===== src/rtl/input_trigger_pkg.sv =====
// Shared types and helpers for the multi-channel trigger front-end.
// State encoding and the counter width function used by input_trigger_multi.
package input_trigger_pkg;

  typedef enum logic [1:0] {
    READY  = 2'd0,
    SETTLE = 2'd1,
    BLOCK  = 2'd2
  } state_t;

  // Width large enough to hold the largest terminal count of any window.
  function automatic int cnt_width(input int deb, input int settle, input int rpt);
    int m;
    m = deb;
    if (settle > m) m = settle;
    if (rpt > m) m = rpt;
    return $clog2(m + 1);
  endfunction

endpackage


===== src/rtl/trigger_sync_edge.sv =====
// Two-flop synchroniser per trigger channel plus previous-value register,
// producing a one-cycle rising-edge vector on the synchronised inputs.
module trigger_sync_edge #(
  parameter int CHANNELS = 6
) (
  input  logic                clk,
  input  logic                reset_n,
  input  logic [CHANNELS-1:0] trigger,
  output logic [CHANNELS-1:0] sync_o,
  output logic [CHANNELS-1:0] trig_edge
);

  logic [CHANNELS-1:0] meta_q, meta_d;
  logic [CHANNELS-1:0] sync_q, sync_d;
  logic [CHANNELS-1:0] prev_q, prev_d;

  // prev follows sync in every state so a level held through a lock-out
  // never turns into a late edge.
  always_comb begin
    meta_d = trigger;
    sync_d = meta_q;
    prev_d = sync_q;
  end

  always_ff @(posedge clk or negedge reset_n) begin
    if (!reset_n) begin
      meta_q <= '0;
      sync_q <= '0;
      prev_q <= '0;
    end else begin
      meta_q <= meta_d;
      sync_q <= sync_d;
      prev_q <= prev_d;
    end
  end

  assign sync_o    = sync_q;
  assign trig_edge = sync_q & ~prev_q;

endmodule


===== src/rtl/input_trigger_multi.sv =====
// Trigger front-end: synchronised edges -> inc strobe + mask, settle -> ref strobe,
// then a lock-out window. Optional auto-repeat guarded by TRIGGER_AUTO_REPEAT_EN.
module input_trigger_multi
  import input_trigger_pkg::*;
#(
  parameter int CHANNELS        = 6,
  parameter int DEBOUNCE_CYCLES = 10000,
  parameter int SETTLE_CYCLES   = 10,
  parameter int REPEAT_CYCLES   = 500000
) (
  input  logic                clk,
  input  logic                reset_n,
  input  logic [CHANNELS-1:0] trigger,
  output logic                inc_clk,
  output logic [CHANNELS-1:0] inc_mask,
  output logic                ref_clk,
  output logic                busy
);

  localparam int CNT_W = cnt_width(DEBOUNCE_CYCLES, SETTLE_CYCLES, REPEAT_CYCLES);
  localparam logic [CNT_W-1:0] SETTLE_LAST = CNT_W'(SETTLE_CYCLES - 1);
  localparam logic [CNT_W-1:0] BLOCK_LAST  = CNT_W'(DEBOUNCE_CYCLES - 1);

  logic [CHANNELS-1:0] sync;
  logic [CHANNELS-1:0] trig_edge;

  state_t              state_q, state_d;
  logic [CNT_W-1:0]    cnt_q, cnt_d;
  logic                inc_clk_q, inc_clk_d;
  logic [CHANNELS-1:0] inc_mask_q, inc_mask_d;
  logic                ref_clk_q, ref_clk_d;

  logic                rpt_fire;
  logic [CHANNELS-1:0] rpt_mask;

  trigger_sync_edge #(
    .CHANNELS(CHANNELS)
  ) u_sync_edge (
    .clk      (clk),
    .reset_n  (reset_n),
    .trigger  (trigger),
    .sync_o   (sync),
    .trig_edge(trig_edge)
  );

`ifdef TRIGGER_AUTO_REPEAT_EN
  localparam logic [CNT_W-1:0] RPT_LAST = CNT_W'(REPEAT_CYCLES - 1);

  logic [CHANNELS-1:0] last_mask_q, last_mask_d;
  logic [CNT_W-1:0]    rpt_cnt_q, rpt_cnt_d;
  logic [CHANNELS-1:0] held;

  assign held     = sync & last_mask_q;
  assign rpt_mask = held;

  always_comb begin
    rpt_cnt_d   = '0;
    rpt_fire    = 1'b0;
    last_mask_d = inc_clk_q ? inc_mask_q : last_mask_q;
    // A fresh edge wins; the repeat counter only runs while idle and held.
    if (state_q == READY && trig_edge == '0 && held != '0) begin
      if (rpt_cnt_q == RPT_LAST) begin
        rpt_fire = 1'b1;
      end else begin
        rpt_cnt_d = rpt_cnt_q + CNT_W'(1);
      end
    end
  end

  always_ff @(posedge clk or negedge reset_n) begin
    if (!reset_n) begin
      last_mask_q <= '0;
      rpt_cnt_q   <= '0;
    end else begin
      last_mask_q <= last_mask_d;
      rpt_cnt_q   <= rpt_cnt_d;
    end
  end
`else
  logic sync_unused;

  assign sync_unused = ^sync;
  assign rpt_fire    = 1'b0;
  assign rpt_mask    = '0;
`endif

  always_comb begin
    state_d    = state_q;
    cnt_d      = cnt_q;
    inc_clk_d  = 1'b0;
    inc_mask_d = '0;
    ref_clk_d  = 1'b0;
    case (state_q)
      READY: begin
        if (trig_edge != '0) begin
          inc_clk_d  = 1'b1;
          inc_mask_d = trig_edge;
          state_d    = SETTLE;
          cnt_d      = '0;
        end else if (rpt_fire) begin
          inc_clk_d  = 1'b1;
          inc_mask_d = rpt_mask;
          state_d    = SETTLE;
          cnt_d      = '0;
        end
      end
      SETTLE: begin
        if (cnt_q == SETTLE_LAST) begin
          ref_clk_d = 1'b1;
          state_d   = BLOCK;
          cnt_d     = '0;
        end else begin
          cnt_d = cnt_q + CNT_W'(1);
        end
      end
      BLOCK: begin
        if (cnt_q == BLOCK_LAST) begin
          state_d = READY;
          cnt_d   = '0;
        end else begin
          cnt_d = cnt_q + CNT_W'(1);
        end
      end
      default: begin
        state_d = BLOCK;
        cnt_d   = '0;
      end
    endcase
  end

  // Reset lands in BLOCK so inputs held high through reset cannot fire.
  always_ff @(posedge clk or negedge reset_n) begin
    if (!reset_n) begin
      state_q    <= BLOCK;
      cnt_q      <= '0;
      inc_clk_q  <= 1'b0;
      inc_mask_q <= '0;
      ref_clk_q  <= 1'b0;
    end else begin
      state_q    <= state_d;
      cnt_q      <= cnt_d;
      inc_clk_q  <= inc_clk_d;
      inc_mask_q <= inc_mask_d;
      ref_clk_q  <= ref_clk_d;
    end
  end

  assign inc_clk  = inc_clk_q;
  assign inc_mask = inc_mask_q;
  assign ref_clk  = ref_clk_q;
  assign busy     = (state_q != READY);

endmodule


===== config.mk =====
export PLATFORM = sky130hd
export DESIGN_NAME = input_trigger_multi
export DESIGN_NICKNAME = d
export VERILOG_FILES = /design/src/rtl/input_trigger_pkg.sv /design/src/rtl/trigger_sync_edge.sv /design/src/rtl/input_trigger_multi.sv
export SDC_FILE = /design/constraint.sdc
export NUM_CORES = 1
export LEC_CHECK = 0
export CORE_UTILIZATION = 40
export CTS_CLUSTER_SIZE = 10
export DETAILED_ROUTE_END_ITERATION = 16
export GPL_ROUTABILITY_DRIVEN = 0
export GPL_TIMING_DRIVEN = 1
export SYNTH_ARGS = -nofsm -noshare
export SYNTH_HDL_FRONTEND = slang
export SYNTH_SLANG_ARGS = --single-unit
export TNS_END_PERCENT = 50

===== constraint.sdc =====
create_clock -name clk -period 2.9 [get_ports clk]
set_clock_uncertainty 0.1 [all_clocks]
set_input_delay 0.87 -clock clk [delete_from_list [all_inputs] [get_ports clk]]
set_output_delay 0.87 -clock clk [all_outputs]
set_load 0.01 [all_outputs]

==> images/wires.png <==
Scale bar: 20 um.
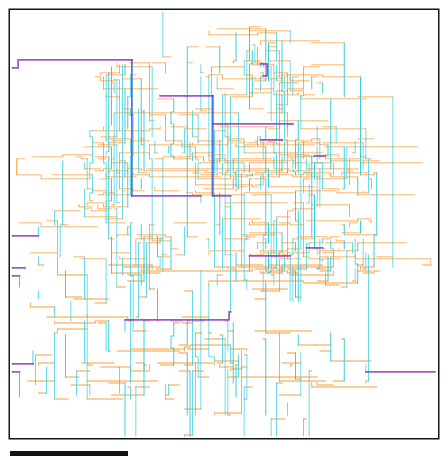
- metal 3: purple (wire length 121 um)
- metal 2: cyan (wire length 1,890 um)
- metal 1: orange (wire length 1,690 um)
- metal 4: blue (wire length 40.1 um)

==> images/flops_by_reg.png <==
Other sequential cells in the stronger gray, the rest of the logic in the fainter gray.
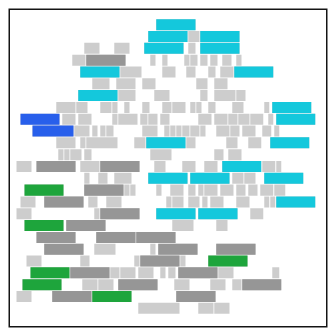
- cnt_q: cyan (sequential cells 19)
- state_q: blue (sequential cells 2)
- u_sync_edge.meta_q: green (sequential cells 6)

==> qor.yml <==
status:
  status: "finished, final reports clean"
synthesis:
  yosysMostFrequentCell: "dfrtp_1"
  ys_ff: 47
  synthCells: 169
  synth_cell_type_count: 41
  simple_gate_area_share_pct: 15.6
run:
  maxCapViolCount: 0
global_route:
  first_global_vias: 1344
  use_met3_pct: 4.42
  busiest_layer: "met2"
  grt_util_all_layers_pct: 15.8
  grt_max_degree: 30
setup_path:
  endpoint_kind: "output pin"
  cp.arrival_ps: 1830
  critPathLaunchType: "register"
clock_network:
  post_cts_buffers: 0
  cts_buffers: 5
  cts_resized: 0
final_layout:
  final-clk-cell-share_pct: 4.12
  fill_cells: 463
  instances_no_fill: 260
  seq_cell_count: 47
  inverters: 9
pwr:
  seqPwrFrac_pct: 45.6
  p_seq_mw: 0.755
route:
  remaining_drc_errors: 0
  first_iter_violations: 115
  ant_nets: 0
hold_path:
  hp-start: "u_sync_edge.meta_q[4]"
  hold_depth: 0
final_timing:
  fin_crit_sh_pct: 96.7
==> images/io_placement.png <==
Pins as bars across the die edge, other pins in gray.
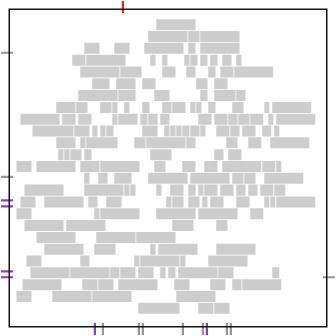
- trigger: purple (pins 6; direction input; edge 4 left, 2 bottom)
- ref_clk: red (pins 1; direction output; edge top)
- all pins by edge: 9 bottom, 6 left, 1 top, 1 right

==> images/clocks.png <==
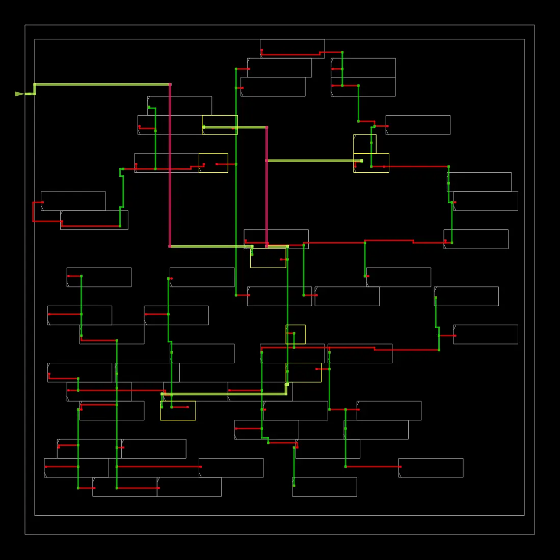
CLK BUF: 5
clock sinks: 47
Clock net power: 0.425 mW

Power figures rest on the tool's default switching activity, not on a simulated workload.
